$ cat config.mk
export PLATFORM = sky130hd
export DESIGN_NAME = top_vending_machine
export DESIGN_NICKNAME = d
export VERILOG_FILES = /design/src/rtl/top_vending_machine.sv
export SDC_FILE = /design/constraint.sdc
export NUM_CORES = 1
export LEC_CHECK = 0
export ABC_CLOCK_PERIOD_IN_PS = 3600
export CAP_MARGIN = 15
export CORE_UTILIZATION = 49
export DETAILED_ROUTE_END_ITERATION = 10
export PLACE_DENSITY = 0.86
export SKIP_LAST_GASP = 1
export SYNTH_ARGS = -nofsm -noshare
export SYNTH_HDL_FRONTEND = slang
export SYNTH_SLANG_ARGS = --single-unit
$ cat constraint.sdc
create_clock -name clk -period 3.6 [get_ports clk]
set_input_delay 1.08 -clock clk [delete_from_list [all_inputs] [get_ports clk]]
set_output_delay 1.08 -clock clk [all_outputs]
set_load 0.01 [all_outputs]
$ cat src/rtl/top_vending_machine.sv
`default_nettype none
// ============================================================================
// Module   : top_vending_machine
// Brief    : Coin-operated drink dispenser. Coffee costs 1 unit and sprite
//            costs 3 units. The machine holds up to 3 units of credit and
//            shows the credit on a 7-segment display. Every output is
//            registered and decodes from the machine state.
// Revision : 1.0  initial release
// ============================================================================
module top_vending_machine (
  input  logic       clk,
  input  logic       rst_n,        // synchronous, active-high despite the name
  input  logic       i_coin,
  input  logic       i_coffee,
  input  logic       i_sprite,
  output logic       o_led_coffee,
  output logic       o_led_sprite,
  output logic       o_coffee,
  output logic       o_sprite,
  output logic [7:0] o_seg
);

  typedef enum logic [2:0] {
    S_IDLE         = 3'd0,
    S_COIN_1       = 3'd1,
    S_COIN_2       = 3'd2,
    S_COIN_3       = 3'd3,
    S_COFFEE_OUT_1 = 3'd4,
    S_COFFEE_OUT_2 = 3'd5,
    S_COFFEE_OUT_3 = 3'd6,
    S_SPRITE_OUT_3 = 3'd7
  } state_t;

  // 7-segment patterns, bit order {dp,g,f,e,d,c,b,a}
  localparam logic [7:0] SEG_0 = 8'h3F;
  localparam logic [7:0] SEG_1 = 8'h06;
  localparam logic [7:0] SEG_2 = 8'h5B;
  localparam logic [7:0] SEG_3 = 8'h4F;

  state_t     state_q, state_d;
  logic       coin_q, coffee_q, sprite_q;
  logic       coin_evt, coffee_evt, sprite_evt;
  logic       led_coffee_q, led_coffee_d;
  logic       led_sprite_q, led_sprite_d;
  logic       coffee_out_q, coffee_out_d;
  logic       sprite_out_q, sprite_out_d;
  logic [7:0] seg_q, seg_d;

  // Rising-edge detection against last cycle's sampled inputs
  always_comb begin
    coin_evt   = i_coin   & ~coin_q;
    coffee_evt = i_coffee & ~coffee_q;
    sprite_evt = i_sprite & ~sprite_q;
  end

  // Next state: sprite beats coffee beats coin; OUT states ignore events
  always_comb begin
    state_d = state_q;
    case (state_q)
      S_IDLE: begin
        if (coin_evt) state_d = S_COIN_1;
      end
      S_COIN_1: begin
        if (coffee_evt)    state_d = S_COFFEE_OUT_1;
        else if (coin_evt) state_d = S_COIN_2;
      end
      S_COIN_2: begin
        if (coffee_evt)    state_d = S_COFFEE_OUT_2;
        else if (coin_evt) state_d = S_COIN_3;
      end
      S_COIN_3: begin
        if (sprite_evt)      state_d = S_SPRITE_OUT_3;
        else if (coffee_evt) state_d = S_COFFEE_OUT_3;
      end
      S_COFFEE_OUT_1: state_d = S_IDLE;
      S_COFFEE_OUT_2: state_d = S_COIN_1;
      S_COFFEE_OUT_3: state_d = S_COIN_2;
      S_SPRITE_OUT_3: state_d = S_IDLE;
      default:        state_d = S_IDLE;
    endcase
  end

  // Output decode of the upcoming state, so the registered outputs track state_q
  always_comb begin
    led_coffee_d = 1'b0;
    led_sprite_d = 1'b0;
    coffee_out_d = 1'b0;
    sprite_out_d = 1'b0;
    seg_d        = SEG_0;
    case (state_d)
      S_IDLE:         seg_d = SEG_0;
      S_COIN_1: begin
        led_coffee_d = 1'b1;
        seg_d        = SEG_1;
      end
      S_COIN_2: begin
        led_coffee_d = 1'b1;
        seg_d        = SEG_2;
      end
      S_COIN_3: begin
        led_coffee_d = 1'b1;
        led_sprite_d = 1'b1;
        seg_d        = SEG_3;
      end
      S_COFFEE_OUT_1: begin
        coffee_out_d = 1'b1;
        seg_d        = SEG_0;
      end
      S_COFFEE_OUT_2: begin
        coffee_out_d = 1'b1;
        seg_d        = SEG_1;
      end
      S_COFFEE_OUT_3: begin
        coffee_out_d = 1'b1;
        seg_d        = SEG_2;
      end
      S_SPRITE_OUT_3: begin
        sprite_out_d = 1'b1;
        seg_d        = SEG_0;
      end
      default:        seg_d = SEG_0;
    endcase
  end

  // State, input history and registered outputs
  always_ff @(posedge clk) begin
    if (rst_n) begin
      state_q      <= S_IDLE;
      coin_q       <= 1'b0;
      coffee_q     <= 1'b0;
      sprite_q     <= 1'b0;
      led_coffee_q <= 1'b0;
      led_sprite_q <= 1'b0;
      coffee_out_q <= 1'b0;
      sprite_out_q <= 1'b0;
      seg_q        <= SEG_0;
    end else begin
      state_q      <= state_d;
      coin_q       <= i_coin;
      coffee_q     <= i_coffee;
      sprite_q     <= i_sprite;
      led_coffee_q <= led_coffee_d;
      led_sprite_q <= led_sprite_d;
      coffee_out_q <= coffee_out_d;
      sprite_out_q <= sprite_out_d;
      seg_q        <= seg_d;
    end
  end

  assign o_led_coffee = led_coffee_q;
  assign o_led_sprite = led_sprite_q;
  assign o_coffee     = coffee_out_q;
  assign o_sprite     = sprite_out_q;
  assign o_seg        = seg_q;

endmodule
`default_nettype wire

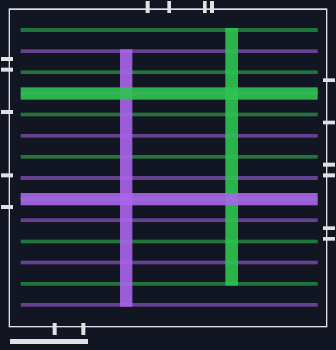
*PDN straps and rails, run 1*
Scale bar: 10 um. Pins as bars on the die edge.
Key: purple = VSS; green = VDD
The core has 13 rows. 2 straps on met5.

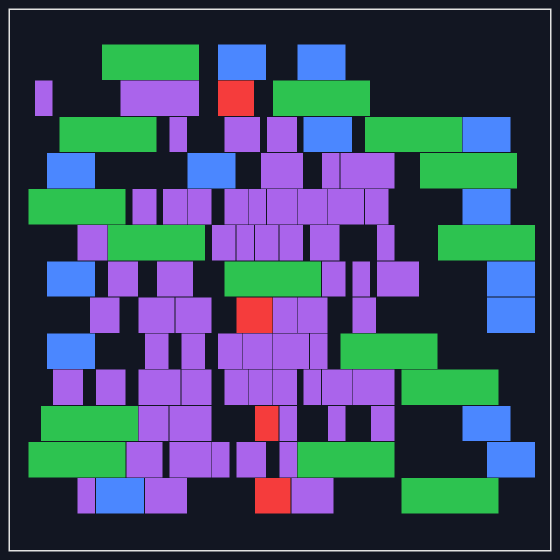
*Cell classes on the final placement, run 1*
Key: blue = other buffers and delay cells [cells 14, share of their area 16%]; red = clock drivers and dummy loads [cells 4, share of their area 3.2%]; purple = combinational and other logic [cells 64, share of their area 45%]; green = flops [cells 15, share of their area 35%]

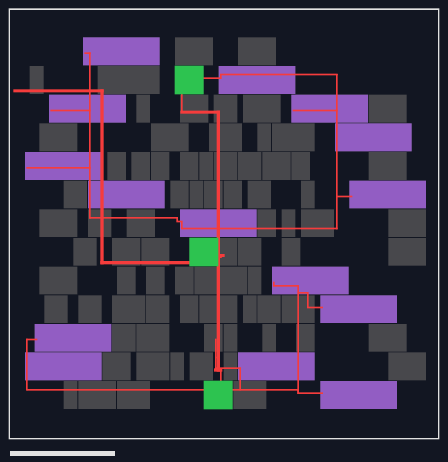
*Clock network drawn from the DEF, run 1*
Scale bar: 10 um.
Key: green = clock drivers [count 3]; red = clock wires [length 214 um]; purple = flip-flops [count 15]
Position of the flops: all over the die. There are 4 routed clock nets.
clk_skew: 0.00872 ns
Skew-Pair Late Insertion Delay: 0.29 ns
clock distribution power: 0.0000991 W
clock network fraction of total power: 28.0%

==> summary.txt, run 1 <==
Status of the implementation.

- The synthesis run shows the most used standard cells to be sky130_fd_sc_hd__dfxtp_1 (15), sky130_fd_sc_hd__nor2b_1 (7), sky130_fd_sc_hd__o21ai_0 (7).
- The run finished with clean final reports.
- After global routing, the most crowded layer is met2.
- Before any placement, the netlist area is recorded as 732 sq um.
- The number of cells traversed by the worst hold path is 1, for reference.
- The setup slack after placement is 1.07 ns, for reference.
- Setup repair after global routing left no endpoint under its margin.
- The first global-routing pass estimated 2.51 mm of wire.
- In the final layout, the share of cells above drive strength 1 is 7.22%.
- The top-level port count is 17, for reference.
- Yosys reported that registers with async set or reset make up 0%.
- The clock tree has to reach 15 sinks.
- Looking at the hold checks, the worst path lands on o_seg[4].
- The number of post-CTS setup repair buffers is 0, for reference.
- The mux share of post-synthesis cell area is 0%, for reference.
- The met1 usage in global routing is 26.8%, for reference.
- The total iterations of the first detailed-routing run is 6, for reference.
- Counting flops and latches in the post-synthesis netlist gives 15.
- The library cell with the highest instance count after synthesis is sky130_fd_sc_hd__dfxtp_1, for reference.
- The highest-delay cell along the critical path is sky130_fd_sc_hd__clkdlybuf4s50_1, for reference.
- The proportion of final cell area spent on non-clock buffers is 16.0%, for reference.
- The met2 track demand over resource in global routing is 42.1%, for reference.
- The root cell of the clock tree is sky130_fd_sc_hd__clkbuf_4, for reference.
- The launch point of the worst register-to-register path is recorded as state_q[0].
==> run 2, diff against run 1 <==
--- a/config.mk
+++ b/config.mk
@@ -5,11 +5,11 @@
 export SDC_FILE = /design/constraint.sdc
 export NUM_CORES = 1
 export LEC_CHECK = 0
-export ABC_CLOCK_PERIOD_IN_PS = 3600
+export ABC_CLOCK_PERIOD_IN_PS = 2300
 export CAP_MARGIN = 15
-export CORE_UTILIZATION = 49
+export CORE_UTILIZATION = 47
 export DETAILED_ROUTE_END_ITERATION = 10
-export PLACE_DENSITY = 0.86
+export PLACE_DENSITY = 0.83
 export SKIP_LAST_GASP = 1
 export SYNTH_ARGS = -nofsm -noshare
 export SYNTH_HDL_FRONTEND = slang
==> constraint.sdc (replaced) <==
create_clock -name clk -period 2.3 [get_ports clk]
set_input_delay 0.69 -clock clk [delete_from_list [all_inputs] [get_ports clk]]
set_output_delay 0.69 -clock clk [all_outputs]
set_load 0.01 [all_outputs]
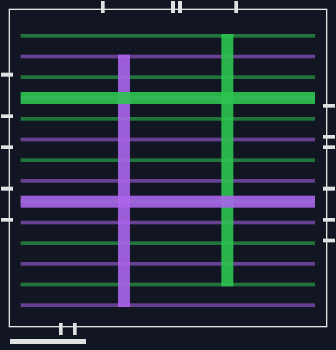
*PDN straps and rails, run 2*
Scale bar: 10 um. Pins as bars on the die edge.
Key: green = VDD; purple = VSS
2 straps on met4. The core has 13 rows.

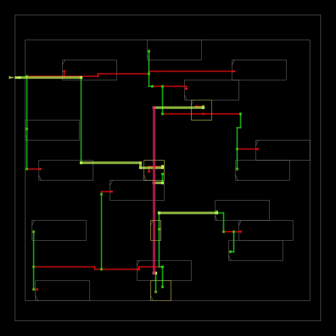
*Clock wiring as the flow saved it, run 2*
count of clock buffers in the final design: 4
clk_skew: 0.00414 ns
clk sink count: 15
sequential cell count of the final layout: 15
number of buffers added by the clock tree synthesis step: 3

==> run 2 against run 1 <==
Net effect: register-to-register slack worse by 1.3 ns; combinational power up 58%; clock skew down 0.0046 ns; hold slack worse by 0.0096 ns; synthesized cell count unchanged; power up 57%; cell area up 0.72%; critical path type unchanged; largest cell class unchanged; largest power group unchanged.
==> summary.txt, run 2 <==
Status of the implementation.

- The clock power share is 28.1% (about the same), for reference.
- The launch point of the worst reg-to-reg path is state_q[0], for reference.
- The hold path endpoint is o_seg[4], for reference.
- The clock distribution power is 0.000156 W (+57%).
- The number of register bits inferred by synthesis came to 15 (unchanged).
- The top-level port count was 17 (unchanged).
- The first-pass GRT wire length is 2.37 mm (-5.5%), for reference.
- The root cell of the clock tree is sky130_fd_sc_hd__clkbuf_4, for reference.
- For this run the top cell type by instance count after synthesis was sky130_fd_sc_hd__dfxtp_1.
- The proportion of final cell area spent on non-clock buffers is 16.8% (+0.74 points), for reference.
- By count the netlist is led by sky130_fd_sc_hd__dfxtp_1 (15), sky130_fd_sc_hd__nor2b_1 (7), sky130_fd_sc_hd__o21ai_0 (7).
- The flow ran to the end, and the final reports show no timing, DRC or antenna violations.
- The highest-delay cell along the critical path is sky130_fd_sc_hd__clkdlybuf4s50_1, for reference.
- The total iterations of the first detailed-routing run is 4 (-2).
- The clock latency on the worst-skew pair came to 0.29 ns (about the same).
- The number of cells traversed by the worst hold path came to 1 (unchanged).
- met2 is the most crowded layer.
- The post-synth design cell area was 732 sq um (unchanged).
- Setup repair after global routing left no endpoint under its margin.
- The share of layout cells above drive strength 1 is 7.14% (-0.074 points), for reference.
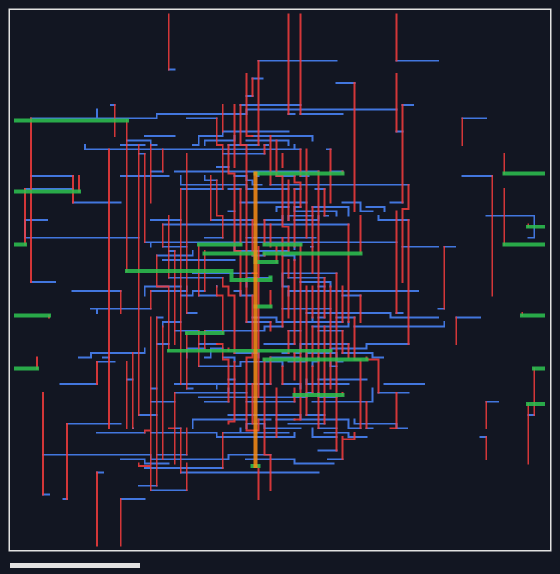
*Metal layers overlaid, run 2*
Scale bar: 10 um.
Key: blue = metal 1 [wire length 625 um]; green = metal 3 [wire length 94.9 um]; red = metal 2 [wire length 688 um]; orange = metal 4 [wire length 22.4 um]

==> run 3, diff against run 2 <==
--- a/config.mk
+++ b/config.mk
@@ -5,11 +5,11 @@
 export SDC_FILE = /design/constraint.sdc
 export NUM_CORES = 1
 export LEC_CHECK = 0
-export ABC_CLOCK_PERIOD_IN_PS = 2300
+export ABC_CLOCK_PERIOD_IN_PS = 1590
 export CAP_MARGIN = 15
-export CORE_UTILIZATION = 47
+export CORE_UTILIZATION = 42
 export DETAILED_ROUTE_END_ITERATION = 10
-export PLACE_DENSITY = 0.83
+export PLACE_DENSITY = 0.79
 export SKIP_LAST_GASP = 1
 export SYNTH_ARGS = -nofsm -noshare
 export SYNTH_HDL_FRONTEND = slang
==> constraint.sdc (replaced) <==
create_clock -name clk -period 1.59 [get_ports clk]
set_input_delay 0.477 -clock clk [delete_from_list [all_inputs] [get_ports clk]]
set_output_delay 0.477 -clock clk [all_outputs]
set_load 0.01 [all_outputs]
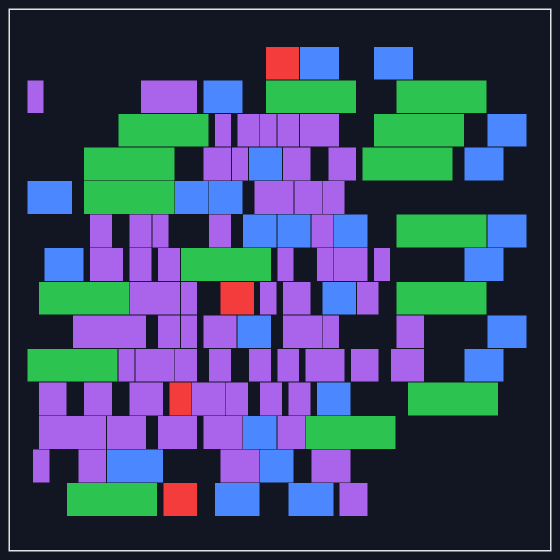
*Cell classes on the final placement, run 3*
Key: blue = other buffers and delay cells [cells 25, share of their area 22%]; red = clock drivers and dummy loads [cells 4, share of their area 2.9%]; green = flops [cells 15, share of their area 32%]; purple = combinational and other logic [cells 64, share of their area 43%]
cell area after layout: 966 sq um
core occupancy in the finished layout: 62.0%
number of rows in the core area: 14
core region area: 1560 sq um

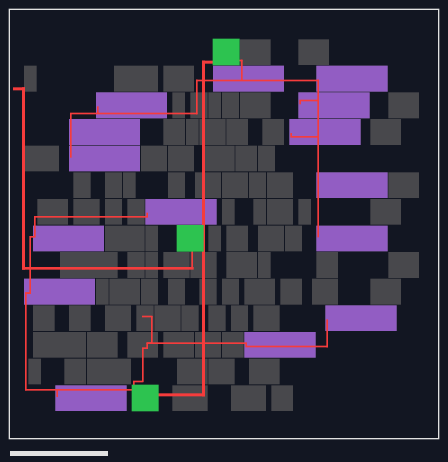
*Clock network drawn from the DEF, run 3*
Scale bar: 10 um.
Key: red = clock wires [length 222 um]; green = clock drivers [count 3]; purple = flip-flops [count 15]
There are 4 routed clock nets.

==> run 3 against run 2 <==
Net effect: the flow now finishes with violations (DRC); flip-flop count did not move; clock power increased by 47%; synthesized cell count is the same; non-clock buffer count up 10; register-to-register slack worse by 0.56 ns; power up 50%; global-route usage is 2.9 points higher; synthesized area unchanged; highest routed layer unchanged.
==> summary.txt, run 3 <==
Status of the implementation.

- The clock latency on the worst-skew pair is 0.30 ns (about the same), for reference.
- The number of buffers created by CTS came to 3 (unchanged).
- The clock power share is 27.5% (-0.6 points).
- The clock distribution power is 0.000229 W (+47%), for reference.
- The number of register bits inferred by synthesis is 15 (unchanged), for reference.
- The count of clock buffers in the final design is 3 (-1).
- The total iterations of the first detailed-routing run is 7 (+3), for reference.
- The top-level port count is 17 (unchanged), for reference.
- The post-synth design cell area is 732 sq um (unchanged), for reference.
- The number of cells traversed by the worst hold path is 2 (+1), for reference.
- The worst-case clock skew came to 0.00495 ns (+0.000803 ns).
- The peak-usage layer in the global routing report is met2, for reference.
- The first-pass GRT wire length is 2.75 mm (+16%), for reference.
- The share of layout cells above drive strength 1 is 21.3% (+14 points), for reference.
- The post-detailed-route DRC marker count is 3, for reference.
- The root cell of the clock tree is sky130_fd_sc_hd__clkbuf_4, for reference.
- The proportion of final cell area spent on non-clock buffers is 22.0% (+5.2 points), for reference.
- The worst register-to-register path begins at state_q[0].
- The run finished, with violations left.
- The checks that failed: DRC.
- Setup repair after global routing left no endpoint under its margin.
- The layout sequential cell count is 15 (unchanged), for reference.
- In the synthesized netlist, the cells that appear most often are sky130_fd_sc_hd__dfxtp_1 (15), sky130_fd_sc_hd__nor2b_1 (7), sky130_fd_sc_hd__o21ai_0 (7).
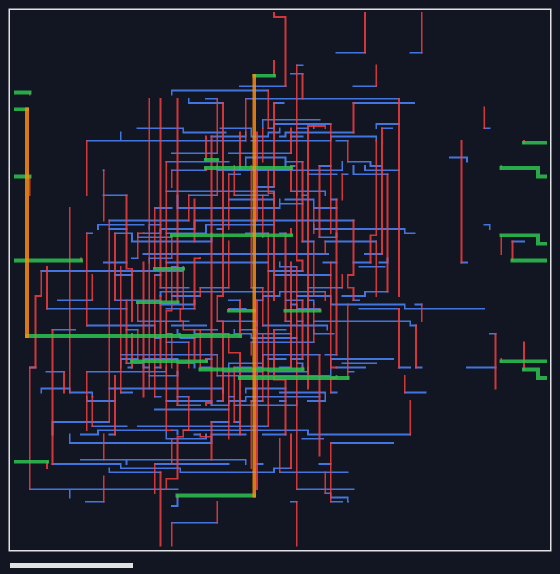
*Metal layers overlaid, run 3*
Scale bar: 10 um.
Key: red = metal 2 [wire length 800 um]; orange = metal 4 [wire length 52.4 um]; blue = metal 1 [wire length 764 um]; green = metal 3 [wire length 106 um]
post-detailed-route wirelength per cell: 13.9 um
total detailed-routing wirelength: 1.72 mm
number of vias after detailed routing: 688

Power is estimated from default activity; no workload was simulated.
